<file path="config.mk">
export PLATFORM = sky130hd
export DESIGN_NAME = shared_adder_scheduler
export DESIGN_NICKNAME = d
export VERILOG_FILES = /design/src/rtl/shared_adder_scheduler.sv
export SDC_FILE = /design/constraint.sdc
export NUM_CORES = 1
export LEC_CHECK = 0
export CAP_MARGIN = 20
export CORE_MARGIN = 2
export CORE_UTILIZATION = 30
export DETAILED_ROUTE_END_ITERATION = 8
export PLACE_DENSITY = 0.68
export SLEW_MARGIN = 20
export SYNTH_ARGS = -nofsm -noshare
export SYNTH_HDL_FRONTEND = slang
export SYNTH_SLANG_ARGS = --single-unit
</file>
<file path="constraint.sdc">
create_clock -name clk -period 2.9 [get_ports clk]
set_input_delay 0.87 -clock clk [delete_from_list [all_inputs] [get_ports clk]]
set_output_delay 0.87 -clock clk [all_outputs]
set_load 0.01 [all_outputs]
</file>
<file path="src/rtl/shared_adder_scheduler.sv">


module shared_adder_scheduler #(
  parameter int WIDTH         = 4,
  parameter int SETTLE_CYCLES = 4
) (
  input  logic               clk,
  input  logic               rst,
  input  logic [3:0]         req,
  input  logic [4*WIDTH-1:0] a_in,
  input  logic [4*WIDTH-1:0] b_in,
  input  logic [3:0]         cin_in,
  output logic [3:0]         gnt,
  output logic               busy,
  output logic [WIDTH-1:0]   add_a,
  output logic [WIDTH-1:0]   add_b,
  output logic               add_cin,
  input  logic [WIDTH-1:0]   add_sum,
  input  logic               add_cout,
  output logic               res_valid,
  output logic [1:0]         res_id,
  output logic [WIDTH-1:0]   res_sum,
  output logic               res_cout
);
  typedef enum logic {IDLE, SETTLE} state_t;
  state_t           state_q, state_d;
  logic [3:0]       count_q, count_d;
  logic [1:0]       ptr_q, ptr_d;
  logic [1:0]       cur_id_q, cur_id_d;
  logic [3:0]       gnt_q, gnt_d;
  logic             busy_q, busy_d;
  logic [WIDTH-1:0] add_a_q, add_a_d;
  logic [WIDTH-1:0] add_b_q, add_b_d;
  logic             add_cin_q, add_cin_d;
  logic             res_valid_q, res_valid_d;
  logic [1:0]       res_id_q, res_id_d;
  logic [WIDTH-1:0] res_sum_q, res_sum_d;
  logic             res_cout_q, res_cout_d;
  logic [7:0]       dbl;
  logic [3:0]       rot;
  logic [1:0]       win;
  logic             term;
  logic             arb;
  assign gnt       = gnt_q;
  assign busy      = busy_q;
  assign add_a     = add_a_q;
  assign add_b     = add_b_q;
  assign add_cin   = add_cin_q;
  assign res_valid = res_valid_q;
  assign res_id    = res_id_q;
  assign res_sum   = res_sum_q;
  assign res_cout  = res_cout_q;
  // Rotate requests so the search starts at the pointer, take the first set bit, rotate back.
  always_comb begin
    dbl  = {req, req} >> ptr_q;
    rot  = dbl[3:0];
    win  = ptr_q + (rot[0] ? 2'd0 : rot[1] ? 2'd1 : rot[2] ? 2'd2 : 2'd3);
    term = (state_q == SETTLE) && (count_q == 4'(SETTLE_CYCLES - 1));
    arb  = ((state_q == IDLE) || term) && (req != 4'b0000);
  end
  // Next state: capture on the last settle edge, and (re)grant on any edge where the adder frees up.
  always_comb begin
    state_d     = state_q;
    count_d     = (state_q == SETTLE) ? count_q + 4'd1 : count_q;
    ptr_d       = ptr_q;
    cur_id_d    = cur_id_q;
    gnt_d       = 4'b0000;
    busy_d      = busy_q;
    add_a_d     = add_a_q;
    add_b_d     = add_b_q;
    add_cin_d   = add_cin_q;
    res_valid_d = 1'b0;
    res_id_d    = res_id_q;
    res_sum_d   = res_sum_q;
    res_cout_d  = res_cout_q;
    if (term) begin
      res_valid_d = 1'b1;
      res_id_d    = cur_id_q;
      res_sum_d   = add_sum;
      res_cout_d  = add_cout;
      count_d     = 4'd0;
      busy_d      = 1'b0;
      state_d     = IDLE;
    end
    if (arb) begin
      gnt_d     = 4'b0001 << win;
      add_a_d   = a_in[32'(win)*WIDTH +: WIDTH];
      add_b_d   = b_in[32'(win)*WIDTH +: WIDTH];
      add_cin_d = cin_in[win];
      cur_id_d  = win;
      ptr_d     = win + 2'd1;
      count_d   = 4'd0;
      busy_d    = 1'b1;
      state_d   = SETTLE;
    end
  end
  // State register; reset abandons any in-flight addition.
  always_ff @(posedge clk) begin
    if (rst) begin
      state_q     <= IDLE;
      count_q     <= 4'd0;
      ptr_q       <= 2'd0;
      cur_id_q    <= 2'd0;
      gnt_q       <= 4'b0000;
      busy_q      <= 1'b0;
      add_a_q     <= '0;
      add_b_q     <= '0;
      add_cin_q   <= 1'b0;
      res_valid_q <= 1'b0;
      res_id_q    <= 2'd0;
      res_sum_q   <= '0;
      res_cout_q  <= 1'b0;
    end else begin
      state_q     <= state_d;
      count_q     <= count_d;
      ptr_q       <= ptr_d;
      cur_id_q    <= cur_id_d;
      gnt_q       <= gnt_d;
      busy_q      <= busy_d;
      add_a_q     <= add_a_d;
      add_b_q     <= add_b_d;
      add_cin_q   <= add_cin_d;
      res_valid_q <= res_valid_d;
      res_id_q    <= res_id_d;
      res_sum_q   <= res_sum_d;
      res_cout_q  <= res_cout_d;
    end
  end
endmodule

</file>
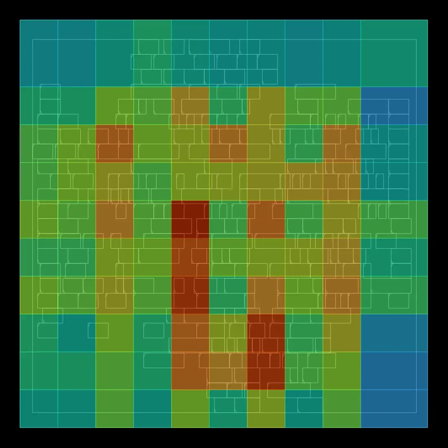
congestion_map.png
met3 usage: 5.01%
grt met2 use: 21.8%

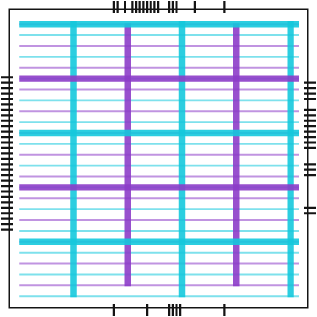
floorplan.png
Drawn at 4 px/um. Pins as bars on the die edge.
Key: purple = VDD; cyan = VSS
26 met1 rails follow the rows. The core has 25 rows.
worst IR drop on VDD: 0.269 mV
core area: 4750 um^2
Die H: 74.3 um

==> flow_summary.yaml <==
# physical design summary
layout:
  utilization_pct: 52.5
  finalNonFillerCells: 316
  n_clock_buffer: 7
  area_growth_syn_to_layout_pct: 68.4
  logic_gate_count: 119
  post-route-cell-area_um2: 2490
  area_dominant_class: "buffers"
final_timing:
  setup_violations: 0
  hold_viol: 0
  finalClockPeriodUsage_pct: 91.7
  worst_slew_pin_slew_ns: 0.860
  whs_ns: 0.452
  max_freq_ghz: 0.376
  setup-tns-final_ns: 0
  rsz0062_at_grt: "no"
  slew_headroom_pct: 42.2
cts:
  hold_buffers: 0
  cts.htree.levels: 2
  cts.repair.resized: 0
  clk_pin_slew_ns: 0.06
  cts_buffers: 5
  cts-root-buf: "clkbuf_8"
  clockBufferDepth: 2
critical_path:
  cp_max_fo: 5
  max_stage_delay_ns: 0.43
  cp_num_buf_inv: 2
  crit_path_end_kind: "register"
  worstPathCellList: "dlymetal6s2s_1, nor3_2, a31oi_1, o211ai_1, ha_2, nand2b_1, a21oi_1, nor4b_4, buf_6, nor3_1, a221o_1"
  critical_path_class: "input pin to register"
  cp.arrival_ns: 2.83
  cp.required_ns: 3.07
  slowest_stage: "nor4b_4"
  cp_top_family: "simple AND/OR/NAND/NOR gates"
placed_design:
  place_ws_ns: -0.285
  dpl-instance-area_um2: 2330
  gp_congestion: 0.825
  dp_cells: 304
  dp_hpwl_um: 2830
  portBuffers: 68
flow_run:
  drv_cap: 0
yosys:
  synth-edff-count: 0
  synth.cellmix.compoundShare_pct: 13.7
  ys_cells: 163
  logic_family: "simple AND/OR/NAND/NOR gates"
  yosysTopAreaCell: "dfxtp_1"
  ys_area_um2: 1480
  async_reset_ff_share_pct: 0
  syn_area_um2: 1480
  yosys_warnings: 0
  ys.flop_type: "dfxtp_1"
  synth.area.mux_share_pct: 16.3
  xor_share_pct: 0.591
  top_area_share_pct: 40.5
  syn_avg_cell_area_um2: 9.09
  synthTopCellsByCount: "dfxtp_1, mux2i_1, nand2_1"
  ys_ff: 30
  synthCells: 163
global_route:
  gr-usage-all-layers_pct: 13.4
  grt_pass1_wl_um: 5660
  grt_max_degree: 16
  grt_pass1_vias: 1340
status:
  status: "finished, final reports clean"
pwr:
  p_total_mw: 1.52
  leakage_nw: 1.02
  power_density_nw_per_um2: 609
floorplan:
  n_tap_cell: 67
  fp.dieW_um: 74.3
  die_area_um2: 5520
detailed_routing:
  finalWirelength_um: 3830
  via_per_inst: 4.66
  drtPass1Iterations: 4
  route.detailed.drc: 0
min_path:
  hp-class: "register to register"
[final timing paths]
kind	startpoint	to	slack [ns]	depth (start not counted)
setup / recovery	req[0]	add_a[2]	0.24	11
hold reg to reg	res_sum[0]	res_sum[0]	0.45	2
hold / removal	res_sum[0]	res_sum[0]	0.45	2
setup reg to reg	ptr_q[0]	add_b[3]	0.41	10
[placed cells by master, fill, tap and decap left out, types with 2 or more instances in the layout]
cell	instances
clkdlybuf4s50_1	64
dlymetal6s2s_1	4
clkbuf_8	6
a21oi_1	11
a221o_1	9
nand2_1	18
mux2i_1	23
nor2_1	16
buf_6	2
nand4_1	2
nand2b_1	3
and3_1	2
nor3_1	14
buf_4	16
buf_2	2
a31oi_1	2
dfxtp_1	30
inv_2	2
[power by group]
part / total (mW) / internal, mW / switching, mW / leakage [nW]
registers: 0.518 / 0.470 / 0.0477 / 0.245
logic: 0.659 / 0.383 / 0.277 / 0.728
clock network: 0.343 / 0.191 / 0.152 / 0.0482
total: 1.52 / 1.04 / 0.476 / 1.02
[sequential cells by signal (all words and copies together) (netlist names)]
name and count:
gnt 4, ptr_q 2, add_cin 1, add_a 4, cur_id_q 2, res_id 2, res_sum 4, busy 1
res_cout 1, add_b 4, count_q 4, res_valid 1
[logic make-up (layout without fill, tap and decap cells)]
family          after synthesis  in the layout
fa+ha+maj                     2              2
mux                          24             24
xor+xnor                      1              1
simple gates                 65             65
flops                        30             30
compound gates               27             27
buf+inv                      14            100
[metal layers]
metal	track usage [%]	vias to the layer above	part of all wire (%)
li1	-	755	-
met1	16.0	658	44
met2	21.8	55	47
met3	5.01	5	8.0
met4	5.36	0	1.4
met5	0	-	0
[worst min-delay path, delay by kind of cell, from the launching register on]
family,cells,cell delay (ns)
AND-OR/OR-AND,1,0.05
flip-flops,1,0.31
AND/OR/NAND/NOR,1,0.05
Power figures rest on the tool's default switching activity, not on a simulated workload.
